### Selected gate families, run 1

The bar under the picture is 20 um long.
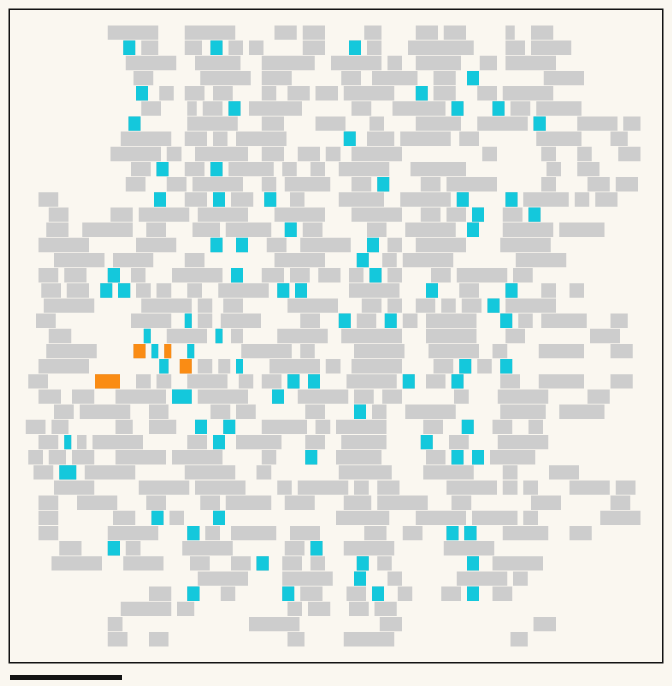
### Routed clock nets over the placement, run 1

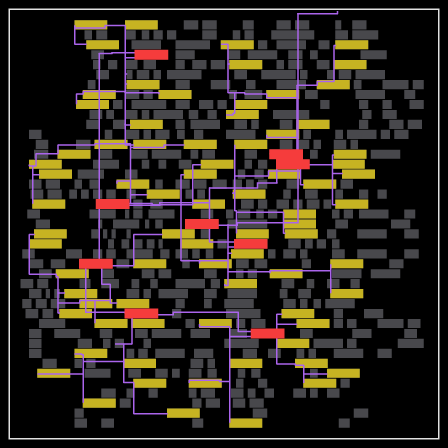
### Cell area per tile, run 1

The die is cut into 12 by 12 equal tiles; dark blue is low, red is high, 0 to 100% covered.
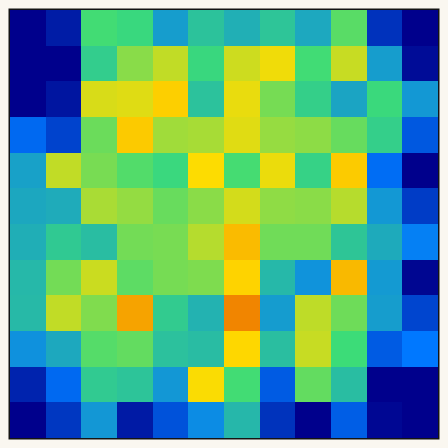
===== src/rtl/regfile_staged_if.sv =====
// rtl/regfile_staged_if.sv - write handshake, read ports and status bundle for regfile_staged
interface regfile_staged_if #(
  parameter int DATA_W = 8,
  parameter int ADDR_W = 3,
  parameter int NUM_RD = 2
);
  logic                       clr_in;
  logic                       hold_in;
  logic                       wr_valid_in;
  logic                       wr_ready_out;
  logic [ADDR_W-1:0]          wr_addr_in;
  logic [DATA_W-1:0]          wr_data_in;
  logic [NUM_RD*ADDR_W-1:0]   rd_addr_in;
  logic [NUM_RD*DATA_W-1:0]   rd_data_out;
  logic [DATA_W-1:0]          reg0_out;
  logic                       pend_out;

  modport master (
    output clr_in, hold_in, wr_valid_in, wr_addr_in, wr_data_in, rd_addr_in,
    input  wr_ready_out, rd_data_out, reg0_out, pend_out
  );

  modport slave (
    input  clr_in, hold_in, wr_valid_in, wr_addr_in, wr_data_in, rd_addr_in,
    output wr_ready_out, rd_data_out, reg0_out, pend_out
  );
endinterface


===== src/rtl/regfile_staged.sv =====
// rtl/regfile_staged.sv - multi-read-port register file with a one-entry staged write buffer
// Optional feature macro: REGFILE_BYPASS_EN (read ports see the staged write before it commits).
module regfile_staged #(
  parameter int DATA_W = 8,
  parameter int DEPTH  = 8,
  parameter int ADDR_W = 3,
  parameter int NUM_RD = 2
) (
  input  logic              clk,
  input  logic              reset_n_in,
  regfile_staged_if.slave   bus
);

  localparam logic [ADDR_W:0] LP_DEPTH = (ADDR_W+1)'(DEPTH);

  logic [DATA_W-1:0] r_mem [DEPTH];
  logic              r_pend_v;
  logic [ADDR_W-1:0] r_pend_addr;
  logic [DATA_W-1:0] r_pend_data;

  logic              w_accept;
  logic              w_commit;
  logic              w_pend_in_range;
  logic [DATA_W-1:0] w_port_data [NUM_RD];

  assign bus.wr_ready_out = reset_n_in & ~bus.clr_in & (~r_pend_v | ~bus.hold_in);
  assign w_accept         = bus.wr_valid_in & bus.wr_ready_out;
  assign w_commit         = r_pend_v & ~bus.hold_in;
  assign w_pend_in_range  = ({1'b0, r_pend_addr} < LP_DEPTH);

  // Clear outranks commit and accept: a pending write is discarded, not committed.
  always_ff @(posedge clk or negedge reset_n_in) begin
    if (!reset_n_in) begin
      for (int i = 0; i < DEPTH; i++) r_mem[i] <= '0;
      r_pend_v    <= 1'b0;
      r_pend_addr <= '0;
      r_pend_data <= '0;
    end else if (bus.clr_in) begin
      for (int i = 0; i < DEPTH; i++) r_mem[i] <= '0;
      r_pend_v <= 1'b0;
    end else begin
      if (w_commit && w_pend_in_range) r_mem[r_pend_addr] <= r_pend_data;
      if (w_accept) begin
        r_pend_v    <= 1'b1;
        r_pend_addr <= bus.wr_addr_in;
        r_pend_data <= bus.wr_data_in;
      end else if (w_commit) begin
        r_pend_v <= 1'b0;
      end
    end
  end

  for (genvar k = 0; k < NUM_RD; k++) begin : g_rd
    logic [ADDR_W-1:0] w_ra;
    logic              w_in_range;
    assign w_ra       = bus.rd_addr_in[k*ADDR_W +: ADDR_W];
    assign w_in_range = ({1'b0, w_ra} < LP_DEPTH);
`ifdef REGFILE_BYPASS_EN
    assign w_port_data[k] = !w_in_range ? '0 :
                            (r_pend_v && (w_ra == r_pend_addr)) ? r_pend_data : r_mem[w_ra];
`else
    assign w_port_data[k] = w_in_range ? r_mem[w_ra] : '0;
`endif
  end

  always_comb begin
    bus.rd_data_out = '0;
    for (int k = 0; k < NUM_RD; k++) bus.rd_data_out[k*DATA_W +: DATA_W] = w_port_data[k];
  end

  assign bus.reg0_out = r_mem[0];
  assign bus.pend_out = r_pend_v;

endmodule


===== src/flat_wrapper.sv =====
// flat-port wrapper written by rule: the top's interface ports become plain ports
module regfile_staged_flat 
#(
  parameter int DATA_W = 8,
  parameter int DEPTH  = 8,
  parameter int ADDR_W = 3,
  parameter int NUM_RD = 2
)
  (clk, reset_n_in, bus_clr_in, bus_hold_in, bus_wr_valid_in, bus_wr_addr_in, bus_wr_data_in, bus_rd_addr_in, bus_wr_ready_out, bus_rd_data_out, bus_reg0_out, bus_pend_out);
  regfile_staged_if #(.DATA_W(DATA_W), .ADDR_W(ADDR_W), .NUM_RD(NUM_RD)) bus_i ();
  input  logic clk;
  input  logic reset_n_in;
  input wire logic [$bits(bus_i.clr_in)-1:0] bus_clr_in;
  input wire logic [$bits(bus_i.hold_in)-1:0] bus_hold_in;
  input wire logic [$bits(bus_i.wr_valid_in)-1:0] bus_wr_valid_in;
  input wire logic [$bits(bus_i.wr_addr_in)-1:0] bus_wr_addr_in;
  input wire logic [$bits(bus_i.wr_data_in)-1:0] bus_wr_data_in;
  input wire logic [$bits(bus_i.rd_addr_in)-1:0] bus_rd_addr_in;
  output wire logic [$bits(bus_i.wr_ready_out)-1:0] bus_wr_ready_out;
  output wire logic [$bits(bus_i.rd_data_out)-1:0] bus_rd_data_out;
  output wire logic [$bits(bus_i.reg0_out)-1:0] bus_reg0_out;
  output wire logic [$bits(bus_i.pend_out)-1:0] bus_pend_out;
  assign bus_i.clr_in = bus_clr_in;
  assign bus_i.hold_in = bus_hold_in;
  assign bus_i.wr_valid_in = bus_wr_valid_in;
  assign bus_i.wr_addr_in = bus_wr_addr_in;
  assign bus_i.wr_data_in = bus_wr_data_in;
  assign bus_i.rd_addr_in = bus_rd_addr_in;
  assign bus_wr_ready_out = bus_i.wr_ready_out;
  assign bus_rd_data_out = bus_i.rd_data_out;
  assign bus_reg0_out = bus_i.reg0_out;
  assign bus_pend_out = bus_i.pend_out;
  regfile_staged #(.DATA_W(DATA_W), .DEPTH(DEPTH), .ADDR_W(ADDR_W), .NUM_RD(NUM_RD)) u_core (.clk(clk), .reset_n_in(reset_n_in), .bus(bus_i));
endmodule

===== config.mk =====
export PLATFORM = sky130hd
export DESIGN_NAME = regfile_staged_flat
export DESIGN_NICKNAME = d
export VERILOG_FILES = /design/src/rtl/regfile_staged_if.sv /design/src/rtl/regfile_staged.sv /design/src/flat_wrapper.sv
export SDC_FILE = /design/constraint.sdc
export NUM_CORES = 1
export LEC_CHECK = 0
export ABC_CLOCK_PERIOD_IN_PS = 1650
export CAP_MARGIN = 10
export CELL_PAD_IN_SITES_DETAIL_PLACEMENT = 1
export CELL_PAD_IN_SITES_GLOBAL_PLACEMENT = 1
export CORE_MARGIN = 2
export CORE_UTILIZATION = 35
export CTS_CLUSTER_DIAMETER = 50
export DETAILED_ROUTE_END_ITERATION = 7
export MAX_ROUTING_LAYER = met4
export PLACE_DENSITY = 0.63
export SYNTH_ARGS = -nofsm -noshare
export SYNTH_HDL_FRONTEND = slang
export SYNTH_SLANG_ARGS = --single-unit
export TNS_END_PERCENT = 20

===== constraint.sdc =====
create_clock -name clk -period 1.65 [get_ports clk]
set_clock_uncertainty 0.1 [all_clocks]
set_input_delay 0.165 -clock clk [delete_from_list [all_inputs] [get_ports clk]]
set_output_delay 0.165 -clock clk [all_outputs]
set_load 0.03 [all_outputs]

==> out/metrics.yaml, run 1 <==
synth_cell_types: 23
cp.arrival_ps: 1750
routedWlPerCell_um: 19.3
top_cell_area_share_pct: 42.6
violations: "setup timing"
seq_share_pct: 31.1
crit_fanout: 2
ys_cells: 328
fin_setup_tns_ps: -4300
drv_cap: 0
cp.required_ps: 1380
criticalPathCategory: "register to primary output"
grt-ovfl-total: 0
layout-area-overhead-vs-synth_pct: 37.0
hp-class: "input pin to asynchronous set/reset pin"
p_leak_nw: 3.12
r2r_end: "u_core.r_mem[16]$_DFFE_PN0P_"
regArea_um2: 1900
holdBufCountCts: 1
vias: 3046
synth_area_um2: 4460
die_w_um: 117
die_h_um: 117
logic_gates: 214
grt_max_degree: 67
path_delay_family: "multiplexers"
dieArea_um2: 13700
antennaDiodeCount: 0
syn_area_per_cell_um2: 13.6
ant_nets: 0
syn_inst: 328
setup_viol: 16
busiest_layer: "met2"
slew-limit-headroom_pct: 73.2
drive_above_1_share_pct: 40.6
status: "finished, violations left"
pre_cts_slack_ps: -909
power-top-group: "the clock network"
met1_length_um: 5640
synth_nets: 350
ff_count: 76
slew_viol_final: 0
grt_util_met2_pct: 30.6
yosysTopAreaCell: "dfrtp_1"
timing.final.ws_setup_ps: -370
synth_flops: 76
rrSetupSlack_ps: 170
num-fill-cells: 1318
comb-power_mw: 0.670
-- 'Selected gate families' (at the start) --
color	family	cells	most used
orange	nor cells	4	nor2b_1
cyan	nand cells	82	nand2b_1
fin cells: 615
Commonest Layout Cell: dfrtp_1
fraction of area in multi-input gates: 37.3%

-- 'Routed clock nets over the placement' (at the start) --
[red] clock-net drivers | count: 9
[purple] clock wires | length: 1,100 um
[yellow] flip-flops | count: 76
flops lie	widely spread
routed clock nets	10
Worst-Skew Late Latency: 340 ps
Clk. pwr: 2.11 mW
Clock power frac: 44.1%

-- 'Cell area per tile' (at the start) --
emptiest ninth of the die	south-east
nearly empty tiles	9.0%
fullest tile	85%
initial cell density of the core: 35.7%
area of the core: 12,500 um^2
Util after Layout: 48.9%

[run 1: cell usage after synthesis, drive strengths merged]
master and n:
nor2 1, o21ai 1, nand4b 1, mux4 32, mux2i 64, and3b 2
and2 2, buf 19, nand2b 72, dfrtp 76, nand3 2, nor2b 2
nand2 7, mux2 27, clkbuf 19, nor3b 1
[run 1: kinds of logic (layout without fill, tap and decap cells)]
logic type	count (synthesis)	in the layout	share of synthesized area (%)
AND/OR/NAND/NOR	90	90	12.5
multiplexers	123	123	39.7
AND-OR/OR-AND	1	1	0.112
flip-flops	76	76	42.6
buffers and inverters	38	153	5.02
[run 1: worst max-delay path by stage]
stage / endpoint / slack [ps] / cells after the start
finish: bus_rd_data_out[11] / -370 / 4
global route: bus_rd_data_out[11] / -410 / 4
CTS: bus_rd_data_out[11] / -390 / 4
detailed placement: bus_rd_data_out[12] / -910 / 5
global placement: bus_rd_data_out[12] / -890 / 5
floorplan: u_core.r_mem[10]$_DFFE_PN0P_ / 50 / 3
[run 1: flip-flops by register name, indices dropped and copies added (netlist names)]
name and cells:
u_core.bus.pend_out 1, u_core.bus.reg0_out 8, u_core.r_mem 56, u_core.r_pend_addr 3
u_core.r_pend_data 8
[run 1: worst reg2reg max path, cell delays in order, from the launching register on]
cell,delay [ps]
dfrtp_1,450
nor2b_1,270
and2_1,340
mux2i_1,250
[run 1: through the flow]
stage / instance area, um^2 / hold slack, ps / total power, mW / std cells
final: 6110 / 108 / 4.78 / 615
after floorplan: 4460 / -231 / 2.34 / 328
after global placement: 5680 / -79.5 / 2.66 / 590
after CTS: 6110 / 102 / 4.84 / 613
after global routing: 6110 / 128 / 4.97 / 615
after detailed placement: 5680 / -77.6 / 2.68 / 590
==> run 1 -> run 2 <==
--- a/config.mk
+++ b/config.mk
@@ -13,6 +13,8 @@
 export CORE_UTILIZATION = 35
 export CTS_CLUSTER_DIAMETER = 50
 export DETAILED_ROUTE_END_ITERATION = 7
+export GPL_ROUTABILITY_DRIVEN = 0
+export HOLD_SLACK_MARGIN = 0.08
 export MAX_ROUTING_LAYER = met4
 export PLACE_DENSITY = 0.63
 export SYNTH_ARGS = -nofsm -noshare
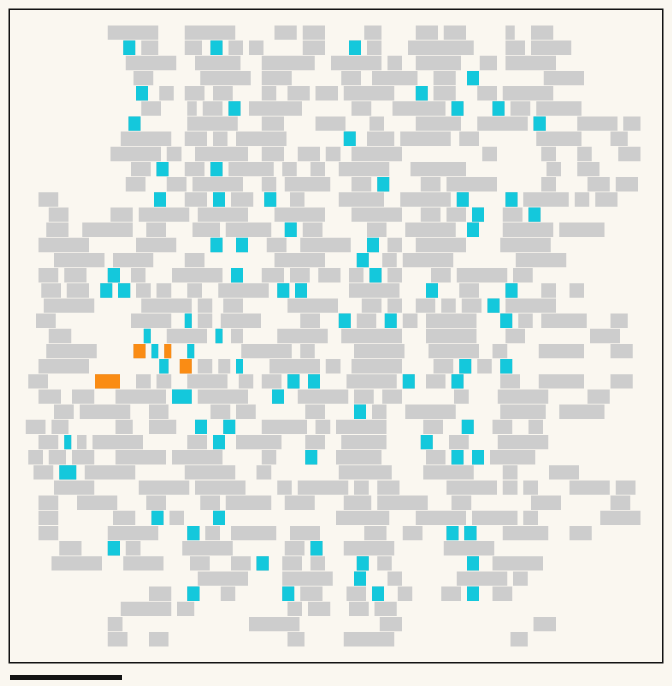
*Selected gate families, run 2*
The bar under the picture is 20 um long.
color	family	cells	most used
cyan	nand cells	82	nand2b_1
orange	nor cells	4	nor2b_1

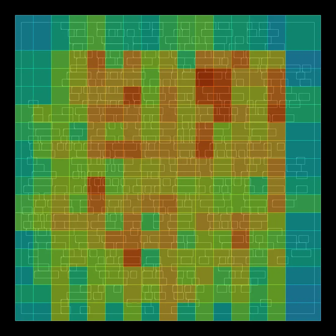
*Congestion heat map, run 2*
met2 usage: 30.6%
WL/cell: 19.3 um

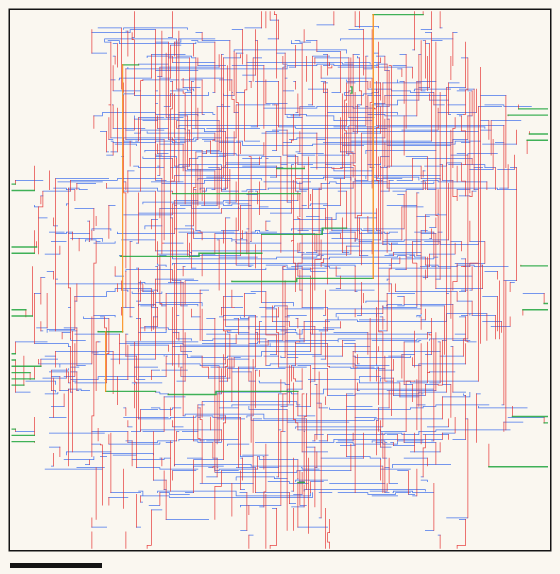
*Signal wires by layer, run 2*
The bar under the picture is 20 um long.
color	layer	wire length
blue	M1	5,640 um
green	M3	286 um
red	M2	5,800 um
orange	M4	128 um
Total GRT Usage: 19.7%
Vias: 3,046

==> run 2 against run 1 <==
Effect of this change: the run still ends with setup timing left; synthesized area did not move; largest power group unchanged; synthesized cell count did not move; register-to-register slack barely moved; worst setup slack did not move; first-iteration DRC count did not move; utilization did not move; fmax did not move; sequential cell count did not move; clock power barely moved; largest cell class unchanged.
==> out/metrics.yaml, run 2 <==
synthArstFlopShare_pct: 100
synth_area_um2: 4460
synth_flops: 76
drive_above_1_share_pct: 40.6
hp-class: "input pin to asynchronous set/reset pin"
top_cell_area_share_pct: 42.6
largest-register: "u_core.r_mem"
dieArea_um2: 13700
drv_cap: 0
p_leak_nw: 3.12
initCoreUtil_pct: 35.7
die_w_um: 117
violations: "setup timing"
ys_top_logic_family: "multiplexers"
grt_max_degree: 67
utilization_pct: 48.9
fin_cells: 615
synth_nets: 350
criticalPathCategory: "register to primary output"
synth_cell_types: 23
largest_reg_flops: 56
die_h_um: 117
power_mw: 4.78
busiest_layer: "met2"
crit_fanout: 2
ys_cells: 328
met1_length_um: 5640
status: "finished, violations left"
aoi_share_pct: 0.112
core_um2: 12500
yosys.area_share.simple_pct: 12.5
setup_viol: 16
yosysTopAreaCell: "dfrtp_1"
synthMuxAreaShare_pct: 39.7
syn_area_per_cell_um2: 13.6
dp_cells: 590
antennaDiodeCount: 0
edf_count: 0
cp.required_ps: 1380
layout_top_cell: "dfrtp_1"
holdBufCountCts: 1
ant_nets: 0
cp.arrival_ps: 1750
slew-limit-headroom_pct: 73.2
timing.final.ws_setup_ps: -370
ff_type: "dfrtp_1"
-- run 2: area by class of cell --
cell class              instances  area [um^2]
clock inverters                 3         42.5
repair buffers                137         1400
flip-flops and latches         76         1900
clock buffers                  13          280
well taps                     172          215
multi-input cells             214         2280
fillers                      1318         6400
-- run 2: critical path, delay by kind of cell (launching register included) --
| kind | cells | cell delay (ps) |
|---|---|---|
| multiplexers | 2 | 750 |
| buffers and inverters | 2 | 270 |
| flip-flops | 1 | 400 |
-- run 2: stage by stage --
stage | worst slack [ps] | hold slack (ps) | area (um^2)
2_1_floorplan | 48.1 | -231 | 4460
3_3_place_gp | -890 | -79.5 | 5680
3_5_place_dp | -909 | -77.6 | 5680
4_1_cts | -390 | 102 | 6110
5_1_grt | -413 | 128 | 6110
6_report | -370 | 108 | 6110
-- run 2: report_power, final --
| part | total (mW) | switching, mW | internal (mW) |
|---|---|---|---|
| sequential | 2.00 | 0.0658 | 1.94 |
| combinational | 0.670 | 0.304 | 0.366 |
| clock | 2.11 | 0.776 | 1.33 |
-- run 2: worst paths after layout --
kind | to | depth (start not counted) | slack [ps]
worst min-delay path | u_core.r_pend_data[2]$_DFFE_PN0P_ | 2 | 110
min in group clk | u_core.r_pend_data[1]$_DFFE_PN0P_ | 2 | 340
max in group asynchronous | u_core.bus.reg0_out[3]$_DFFE_PN0P_ | 3 | 710
worst min register to register | u_core.r_pend_data[5]$_DFFE_PN0P_ | 1 | 410
worst max-delay path | bus_rd_data_out[11] | 4 | -370
worst max register to register | u_core.r_mem[16]$_DFFE_PN0P_ | 3 | 170
-- run 2: logic make-up after synthesis --
logic type,count (synthesis)
AOI/OAI and AO/OA,1
DFF,76
buffers and inverters,38
and+or+nand+nor,90
muxes,123
==> run 2 -> run 3 <==
--- a/config.mk
+++ b/config.mk
@@ -6,7 +6,6 @@
 export NUM_CORES = 1
 export LEC_CHECK = 0
 export ABC_CLOCK_PERIOD_IN_PS = 1650
-export CAP_MARGIN = 10
 export CELL_PAD_IN_SITES_DETAIL_PLACEMENT = 1
 export CELL_PAD_IN_SITES_GLOBAL_PLACEMENT = 1
 export CORE_MARGIN = 2
@@ -14,9 +13,9 @@
 export CTS_CLUSTER_DIAMETER = 50
 export DETAILED_ROUTE_END_ITERATION = 7
 export GPL_ROUTABILITY_DRIVEN = 0
-export HOLD_SLACK_MARGIN = 0.08
+export HOLD_SLACK_MARGIN = 0.15
 export MAX_ROUTING_LAYER = met4
-export PLACE_DENSITY = 0.63
+export PLACE_DENSITY_LB_ADDON = 0.1
 export SYNTH_ARGS = -nofsm -noshare
 export SYNTH_HDL_FRONTEND = slang
 export SYNTH_SLANG_ARGS = --single-unit
==> run 3 against run 2 <==
Effect of this change: the run still ends with setup timing left; first-iteration DRC count rose by 13%; routed wire length rose by 7.3%; largest cell class unchanged; register-to-register slack improved by 20 ps; combinational power rose by 7.6%; sequential share of layout area fell by 0.48 points; fmax rose by 0.55%; power rose by 2.3%; critical endpoint is now bus_rd_data_out[1]; global-route usage rose by 0.83 points; cell area rose by 1.6%.
==> out/metrics.yaml, run 3 <==
vias: 3141
status: "finished, violations left"
edf_count: 0
yosysTopAreaCell: "dfrtp_1"
r2r_end: "u_core.r_mem[14]$_DFFE_PN0P_"
clock_latency_ps: 340
initCoreUtil_pct: 35.7
die_w_um: 117
synth_cell_types: 23
adder_share_pct: 0
path_delay_family: "multiplexers"
worst-path-buf-inv: 2
syn_inst: 328
synth_nets: 350
timing.final.ws_setup_ps: -359
fin_setup_tns_ps: -4260
ys_sh_xor_pct: 0
setup_viol: 16
violations: "setup timing"
rrSetupSlack_ps: 190
placed_cell_area_um2: 5710
largest_reg_flops: 56
-- run 3: cell counts after synthesis --
Identical to the previous run, type by type.
-- run 3: layer usage --
| metal | track usage, % | routed length (um) |
|---|---|---|
| met5 | - | 0 |
| met4 | 7.92 | 282 |
| met3 | 2.27 | 435 |
| met2 | 32.8 | 6220 |
| met1 | 26.9 | 5780 |
-- run 3: power by group --
part,leakage (nW),switching [mW],internal [mW]
clock network,0.156,0.805,1.37
logic,1.98,0.324,0.397
registers,1.04,0.0578,1.94
-- run 3: area by class of cell --
class                      count  area (um^2)  area share [%]
clock buffer                  11          243            3.91
clock inverter                 5         85.1            1.37
multi-input combinational    214         2290            36.9
sequential                    76         1900            30.6
tap                          172          215            3.46
timing repair buffer         152         1480            23.8
-- run 3: repair_timing --
action                                  in CTS  in global routing
gates resized                              105                 17
pin swaps                                    0                  0
hold buffers                                 1                  0
gates cloned                                 2                  1
hold endpoints to repair                    76                  0
endpoints found under the setup margin      25                 16
buffers inserted                             5                  6
-- run 3: kinds of logic (layout without fill, tap and decap cells) --
family | Yosys count | in the layout
flops | 76 | 76
simple gates | 90 | 90
compound gates | 1 | 1
buf+inv | 38 | 168
mux | 123 | 123
-- run 3: through the flow --
| step | std cells | power [mW] | utilization (%) |
|---|---|---|---|
| CTS | 623 | 4.93 | 49.2 |
| global route | 630 | 5.08 | 49.6 |
| finish | 630 | 4.89 | 49.6 |
| global placement | 599 | 2.69 | 45.6 |
| detailed placement | 599 | 2.70 | 45.6 |
| floorplan | 328 | 2.34 | - |
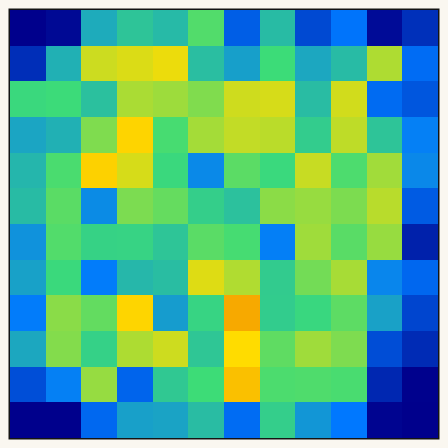
*Cell area per tile, run 3*
The die is cut into 12 by 12 equal tiles; dark blue is low, red is high, 0 to 100% covered.
emptiest ninth of the die	south-east
tiles over 75% full	4.2%
fullest tile	81%
nearly empty tiles	4.9%
mean over tiles	44%
Util after Layout: 49.6%

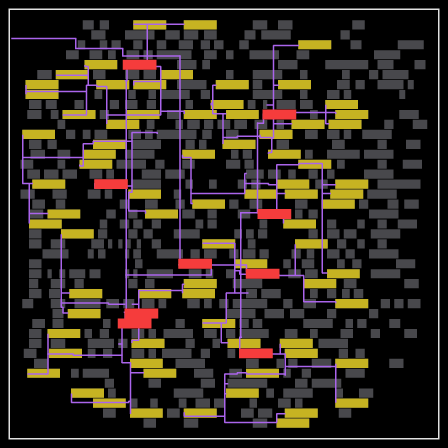
*Routed clock nets over the placement, run 3*
[yellow] flip-flops | count: 76
[purple] clock wires | length: 1,120 um
[red] clock-net drivers | count: 9
flops lie	widely spread
routed clock nets	10
Clk. pwr: 2.18 mW
Clock power frac: 44.5%

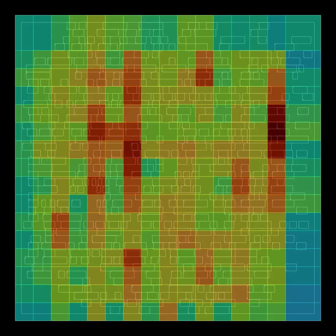
*Congestion heat map, run 3*
Total GRT Usage: 20.5%
grt peak-use layer: met2
WL/cell: 20.2 um
met2 usage: 32.8%

No activity file was given, so power comes from the tool's default toggle rates.
